`config.mk`:
```
export PLATFORM = sky130hd
export DESIGN_NAME = adder_4bit
export DESIGN_NICKNAME = d
export VERILOG_FILES = /design/src/rtl/adder_4bit.sv
export SDC_FILE = /design/constraint.sdc
export NUM_CORES = 1
export LEC_CHECK = 0
export CAP_MARGIN = 20
export CORE_AREA = 4 4 41 43
export CTS_BUF_LIST = sky130_fd_sc_hd__clkbuf_8
export CTS_CLUSTER_DIAMETER = 50
export DETAILED_ROUTE_END_ITERATION = 12
export DIE_AREA = 0 0 45 47
export GPL_ROUTABILITY_DRIVEN = 0
export PLACE_DENSITY_LB_ADDON = 0.3
export SKIP_LAST_GASP = 1
export SLEW_MARGIN = 20
export SYNTH_ARGS = -nofsm -noshare
export SYNTH_HDL_FRONTEND = slang
export SYNTH_SLANG_ARGS = --single-unit
```
`constraint.sdc`:
```
create_clock -name clk -period 0.8 [get_ports clk]
set_input_delay 0.16 -clock clk [delete_from_list [all_inputs] [get_ports clk]]
set_output_delay 0.16 -clock clk [all_outputs]
set_load 0.01 [all_outputs]
```
`src/rtl/adder_4bit.sv`:
```
// Registered ripple-carry adder: {cout, s} = a + b + cin with a signed-overflow flag.
// The full-adder chain is purely combinational; one register stage gives a latency of one clock.
module adder_4bit #(
    parameter int WIDTH = 4
) (
    input  logic             clk,
    input  logic             rst_n,
    input  logic             in_valid,
    input  logic             cin,
    input  logic [WIDTH-1:0] a,
    input  logic [WIDTH-1:0] b,
    output logic             out_valid,
    output logic             cout,
    output logic [WIDTH-1:0] s,
    output logic             ovf
);

    logic [WIDTH:0]   carry;
    logic [WIDTH-1:0] sum_comb;

    assign carry[0] = cin;

    genvar gi;
    generate
        for (gi = 0; gi < WIDTH; gi++) begin : g_fa
            assign sum_comb[gi]  = a[gi] ^ b[gi] ^ carry[gi];
            assign carry[gi+1]   = (a[gi] & b[gi]) | (a[gi] & carry[gi]) | (b[gi] & carry[gi]);
        end
    endgenerate

    logic [WIDTH-1:0] s_d, s_q;
    logic             cout_d, cout_q;
    logic             ovf_d, ovf_q;
    logic             out_valid_d, out_valid_q;

    // Idle cycles keep the last result, so operand bits are never looked at unless in_valid is set.
    always_comb begin
        s_d         = s_q;
        cout_d      = cout_q;
        ovf_d       = ovf_q;
        out_valid_d = 1'b0;
        if (in_valid) begin
            s_d         = sum_comb;
            cout_d      = carry[WIDTH];
            ovf_d       = carry[WIDTH] ^ carry[WIDTH-1];
            out_valid_d = 1'b1;
        end
    end

    always_ff @(posedge clk or negedge rst_n) begin
        if (!rst_n) begin
            s_q         <= '0;
            cout_q      <= 1'b0;
            ovf_q       <= 1'b0;
            out_valid_q <= 1'b0;
        end else begin
            s_q         <= s_d;
            cout_q      <= cout_d;
            ovf_q       <= ovf_d;
            out_valid_q <= out_valid_d;
        end
    end

    assign s         = s_q;
    assign cout      = cout_q;
    assign ovf       = ovf_q;
    assign out_valid = out_valid_q;

endmodule

```
Fig. 1: run 1, the metal 3 layer
Bar = 10 um.
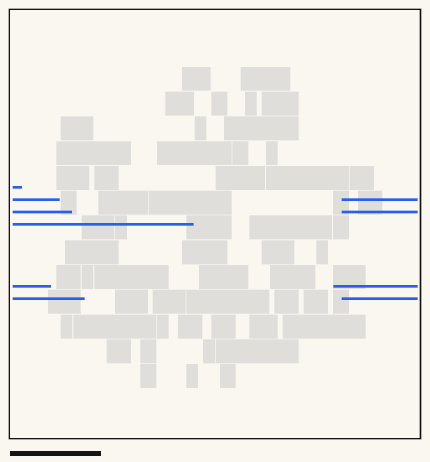
wire length on this layer: 75.9 um
nets with wire on the layer: 10
share of all routed wire: 9.8%
main direction: horizontal
longest straight run: 19.6 um
Total Wirelength: 773 um
Via Count: 289
global routing usage on met3: 4.98%

Fig. 2: run 1, signal wires on met1
Bar = 10 um. Supply wires on this layer in gray.
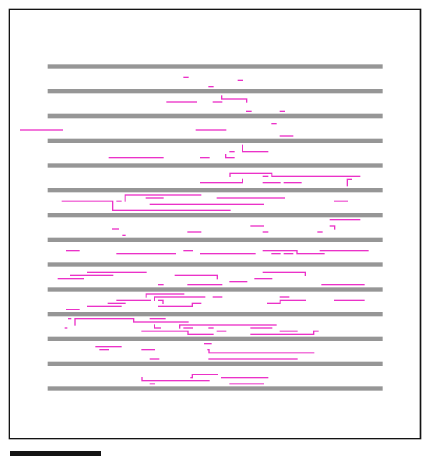
main direction: horizontal
longest straight run: 12.9 um
wire length on this layer: 316 um
nets with wire on the layer: 62
met1 Track Usage GR: 10.2%

==> changes_impl.md, run 1 <==
### Metrics

* Status: finished with violations
* Failing checks: setup timing
* Post-layout period usage at 221%
* Vias in the first global route at just over 300
* Cell Count, Final, Fillers Out at approximately 74
* Placed instance area at around 630 sq um
* Largest type area fraction at 45.2%
* Cell type with the largest total area: dfrtp_1
* GRT overflow at 0
* Arr. time, crit path at approximately 1.9 ns
* Yosys top cell by instances: inv_1
* Clock transition at path regs at approximately 0.040 ns
* Setup-failing EPs final at 12
* Clock Skew at 0 ns
* Fillers at roughly 130
* Main flop type: dfrtp_1
* Die Ht at around 47 um
* Slew HR at a little under 80%
* Port Buffers at 18
* Final instance area at approximately 670 sq um
* Dominant comb cell: adder cells
* CTS sink cnt at 7
* XOR/XNOR Area Share at about 2.3%
* Max-cap violations at 0
* Detailed Place HPWL at 598 um
* Synth warn at 0
* Routed len/inst at about 10 um
* Worst-path fanout max at 2
* Via density at 3.91
* P_leak at ~0.00036 uW
* Floorplan Nets at roughly 45
* TritonRoute pass-1 iters at 1
* Mean post-synth cell area at 13.4 sq um
* Core box area at between 1000 and 1500 sq um
* Bufs on Longest Clock Path at 2
* Hold Violations, Final at 0
* Top cells by area: dfrtp_1 (45%), fa_1 (21%), mux2_4 (12%)
* Setup ws final at -0.967 ns
* Min Tclk post-route at approximately 1.8 ns
* Initial antenna violation count at 0
* Storage cell area at approximately 180 sq um
* Power per Cell Area at approximately 2100 nW/um^2
Fig. 3: run 1, selected gate families
Bar = 10 um.
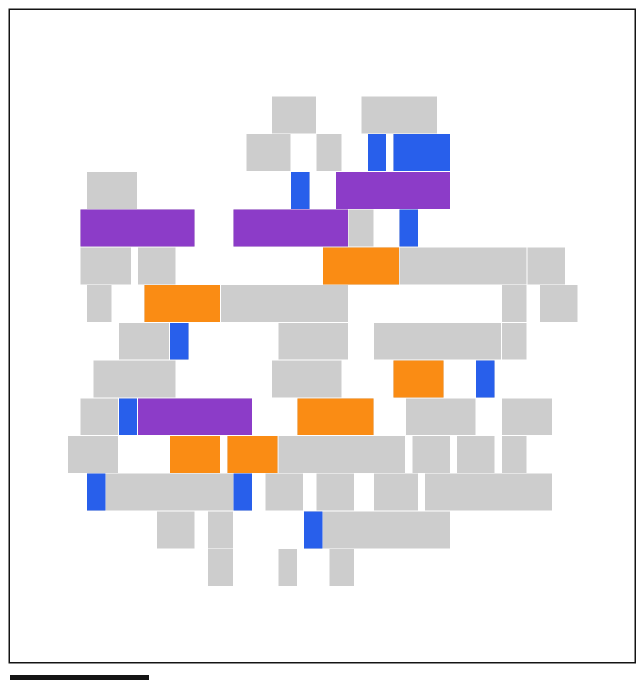
| family | color | cells |
|---|---|---|
| fa/ha/maj cells | purple | 4 |
| mux cells | orange | 6 |
| inv cells | blue | 10 |

## run 1: worst paths after layout
path | slack [ns] | depth (start not counted) | startpoint | to
max | -0.97 | 10 | cin | ovf
min reg2reg | 0.51 | 1 | s[2] | s[2]
max in group asynchronous | 0.35 | 1 | rst_n | out_valid
min | 0.20 | 1 | rst_n | ovf
max reg2reg | -0.08 | 2 | ovf | ovf
min in group clk | 0.38 | 4 | b[0] | s[0]
## run 1: flip-flops by register name, indices dropped and copies added (netlist names)
name       count
ovf            1
s              4
cout           1
out_valid      1
## run 1: stage by stage
step | util [%] | TNS [ns] | total power, uW | hold WS, ns
floorplan | - | -4.42 | 654 | -0.136
global placement | 48.5 | -9.95 | 913 | 0.442
detailed placement | 48.5 | -10.00 | 919 | 0.447
CTS | 49.7 | -4.42 | 1360 | 0.212
global route | 51.4 | -4.92 | 1480 | 0.231
finish | 51.4 | -4.46 | 1380 | 0.203
## run 1: metal layers
metal / track usage [%] / part of all wire [%]
met1: 10.2 / 41
met2: 14.7 / 49
met3: 4.98 / 9.7
met4: 3.51 / 0
met5: 0 / 0
## run 1: cells by family (layout without fill, tap and decap cells)
kind of cell	count (synthesis)	in the layout
XOR/XNOR	1	1
adder cells (fa/ha/maj)	4	4
flip-flops	7	7
buffers and inverters	11	41
multiplexers	6	6
## run 1: area by class of cell
class | count | share of cell area (%)
inverters | 10 | 6.73
clock buffers | 3 | 6.17
well taps | 15 | 2.80
multi-input cells | 11 | 27.1
clock inverters | 1 | 0.561
repair buffers | 27 | 30.5
flip-flops and latches | 7 | 26.2
## run 1: cells in the final DEF (no fill, tap or decap), types with 3 or more instances in the layout
| master | Yosys | final |
|---|---|---|
| buf_2 | 0 | 9 |
| buf_4 | 0 | 9 |
| dfrtp_1 | 7 | 7 |
| inv_1 | 10 | 6 |
| clkdlybuf4s50_1 | 0 | 5 |
| inv_2 | 0 | 4 |
| fa_2 | 0 | 4 |
| mux2i_1 | 3 | 3 |
| mux2_4 | 3 | 3 |
| clkbuf_8 | 0 | 3 |
| dlygate4sd2_1 | 0 | 3 |
## run 1: repair_timing
| item | CTS | global route |
|---|---|---|
| resized | 45 | 0 |
| setup endpoints to repair | 14 | 12 |
| cloned | 0 | 0 |
| setup buffers | 1 | 3 |
| pin swaps | 5 | 0 |
## run 1: power breakdown
group          leakage [uW]  switching, uW  internal (uW)  total (uW)
registers         0.0000816           32.9            424         457
clock network     0.0000269            147            331         478
logic              0.000247            170            271         440
## run 1: critical path, cell delays in order
cell and delay [ns]:
buf_8 0.08, inv_8 0.02, fa_2 0.37, inv_2 0.06, fa_2 0.18, fa_2 0.21, inv_2 0.04, fa_2 0.36
xnor2_2 0.14, mux2_4 0.25
Fig. 4: run 1, supply network
Pins as bars on the die edge.
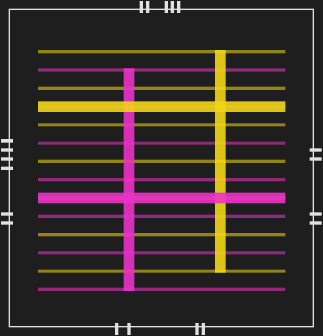

==> inputs of run 2 (changes only) <==
--- a/config.mk
+++ b/config.mk
@@ -6,13 +6,12 @@
 export NUM_CORES = 1
 export LEC_CHECK = 0
 export CAP_MARGIN = 20
-export CORE_AREA = 4 4 41 43
+export CORE_AREA = 2 2 39 41
 export CTS_BUF_LIST = sky130_fd_sc_hd__clkbuf_8
 export CTS_CLUSTER_DIAMETER = 50
 export DETAILED_ROUTE_END_ITERATION = 12
-export DIE_AREA = 0 0 45 47
+export DIE_AREA = 0 0 41 43
 export GPL_ROUTABILITY_DRIVEN = 0
-export PLACE_DENSITY_LB_ADDON = 0.3
 export SKIP_LAST_GASP = 1
 export SLEW_MARGIN = 20
 export SYNTH_ARGS = -nofsm -noshare
Fig. 5: run 2, supply network
Pins as bars on the die edge.
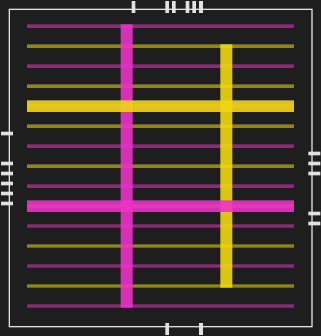
| net | color |
|---|---|
| VDD | yellow |
| VSS | magenta |
rows: 14
met5 straps: 2
met4 straps: 2
signal pins: 19
Die Ht: 43 um
peak supply drop: 1460 uV
Chip Width: 41 um
core box area: 1380 sq um

==> changes_impl.md, run 2 <==
### Metrics

* Arr. time, crit path at 1.85 ns
* Worst-path fanout max at 2
* Setup-failing EPs final at 13
* Slew HR at 78.7%
* Status: finished with violations
* Setup ws final at -0.943 ns
* Top cells by area: dfrtp_1 (45%), fa_1 (21%), mux2_4 (12%)
* Failing checks: setup timing
* Hold Worst Slack at slightly below 0.2 ns
* GRT overflow at 0
* Max FFs per register at 4
* Min Tclk post-route at between 1.5 and 2 ns
* Routed len/inst at approximately 9 um
* Initial antenna violation count at 0
* Cell type with the largest total area: dfrtp_1
* CTS sink cnt at 7
* Via Count at between 200 and 300
* Total Wirelength at between 600 and 700 um
* Max-cap violations at 0
* Detailed Place HPWL at 520 um
==> run 2: cell type report <==
cell class                      instances  area [sq um]
Inverter                               10          45.0
Tap cell                               16          20.0
Timing Repair Buffer                   27           238
Multi-Input combinational cell         11           174
Fill cell                             139           687
Clock inverter                          1          3.75
Clock buffer                            3          41.3
Sequential cell                         7           175
==> run 2: report_power, final <==
| part | switching (uW) | internal (uW) |
|---|---|---|
| Clock | 143 | 331 |
| Combinational | 159 | 271 |
| Sequential | 34.9 | 424 |
| Total | 337 | 1030 |
==> run 2: final timing paths <==
| check | startpoint | to | slack, ns | cells past startpoint |
|---|---|---|---|---|
| setup / recovery | cin | ovf | -0.94 | 10 |
| hold / removal | rst_n | s[0] | 0.20 | 1 |
| setup reg to reg | s[2] | s[2] | -0.07 | 2 |
| hold reg to reg | ovf | ovf | 0.51 | 1 |
| max in group asynchronous | rst_n | s[3] | 0.36 | 1 |
| min in group clk | b[0] | s[0] | 0.36 | 4 |
==> run 2: logic make-up (layout without fill, tap and decap cells) <==
group | count (synthesis) | count (layout) | share of synthesized area (%)
xor gates and xnor gates | 1 | 1 | 2.26
muxes | 6 | 6 | 19.4
buffers and inverters | 11 | 41 | 12.6
DFF | 7 | 7 | 45.2
adders and majority gates | 4 | 4 | 20.6
==> run 2: per-layer routing <==
layer,part of all wire (%),GRT usage (%)
met3,12,7.85
met5,0,0
met4,0,4.00
met1,38,14.0
met2,51,12.8
==> run 2: stage by stage <==
stage                     utilization (%)  area (sq um)  power, uW
after floorplan                         -           405        654
after global placement               45.7           632        923
after detailed placement             45.7           632        927
after CTS                            48.5           671       1370
after global routing                 50.4           697       1470
final                                50.4           697       1360
==> run 2: critical path, stage by stage <==
cell and delay [ns]:
buf_8 0.08, inv_8 0.02, fa_2 0.37, inv_2 0.06, fa_2 0.18, fa_2 0.22
inv_2 0.04, fa_2 0.34, xnor2_1 0.13, mux2_4 0.25
==> run 2: what timing repair did <==
action	in CTS	in global routing
buffers inserted	3	1
hold buffers	0	0
endpoints found under the setup margin	13	13
pin swaps	5	0
gates resized	47	3
No activity file was given, so power comes from the tool's default toggle rates.
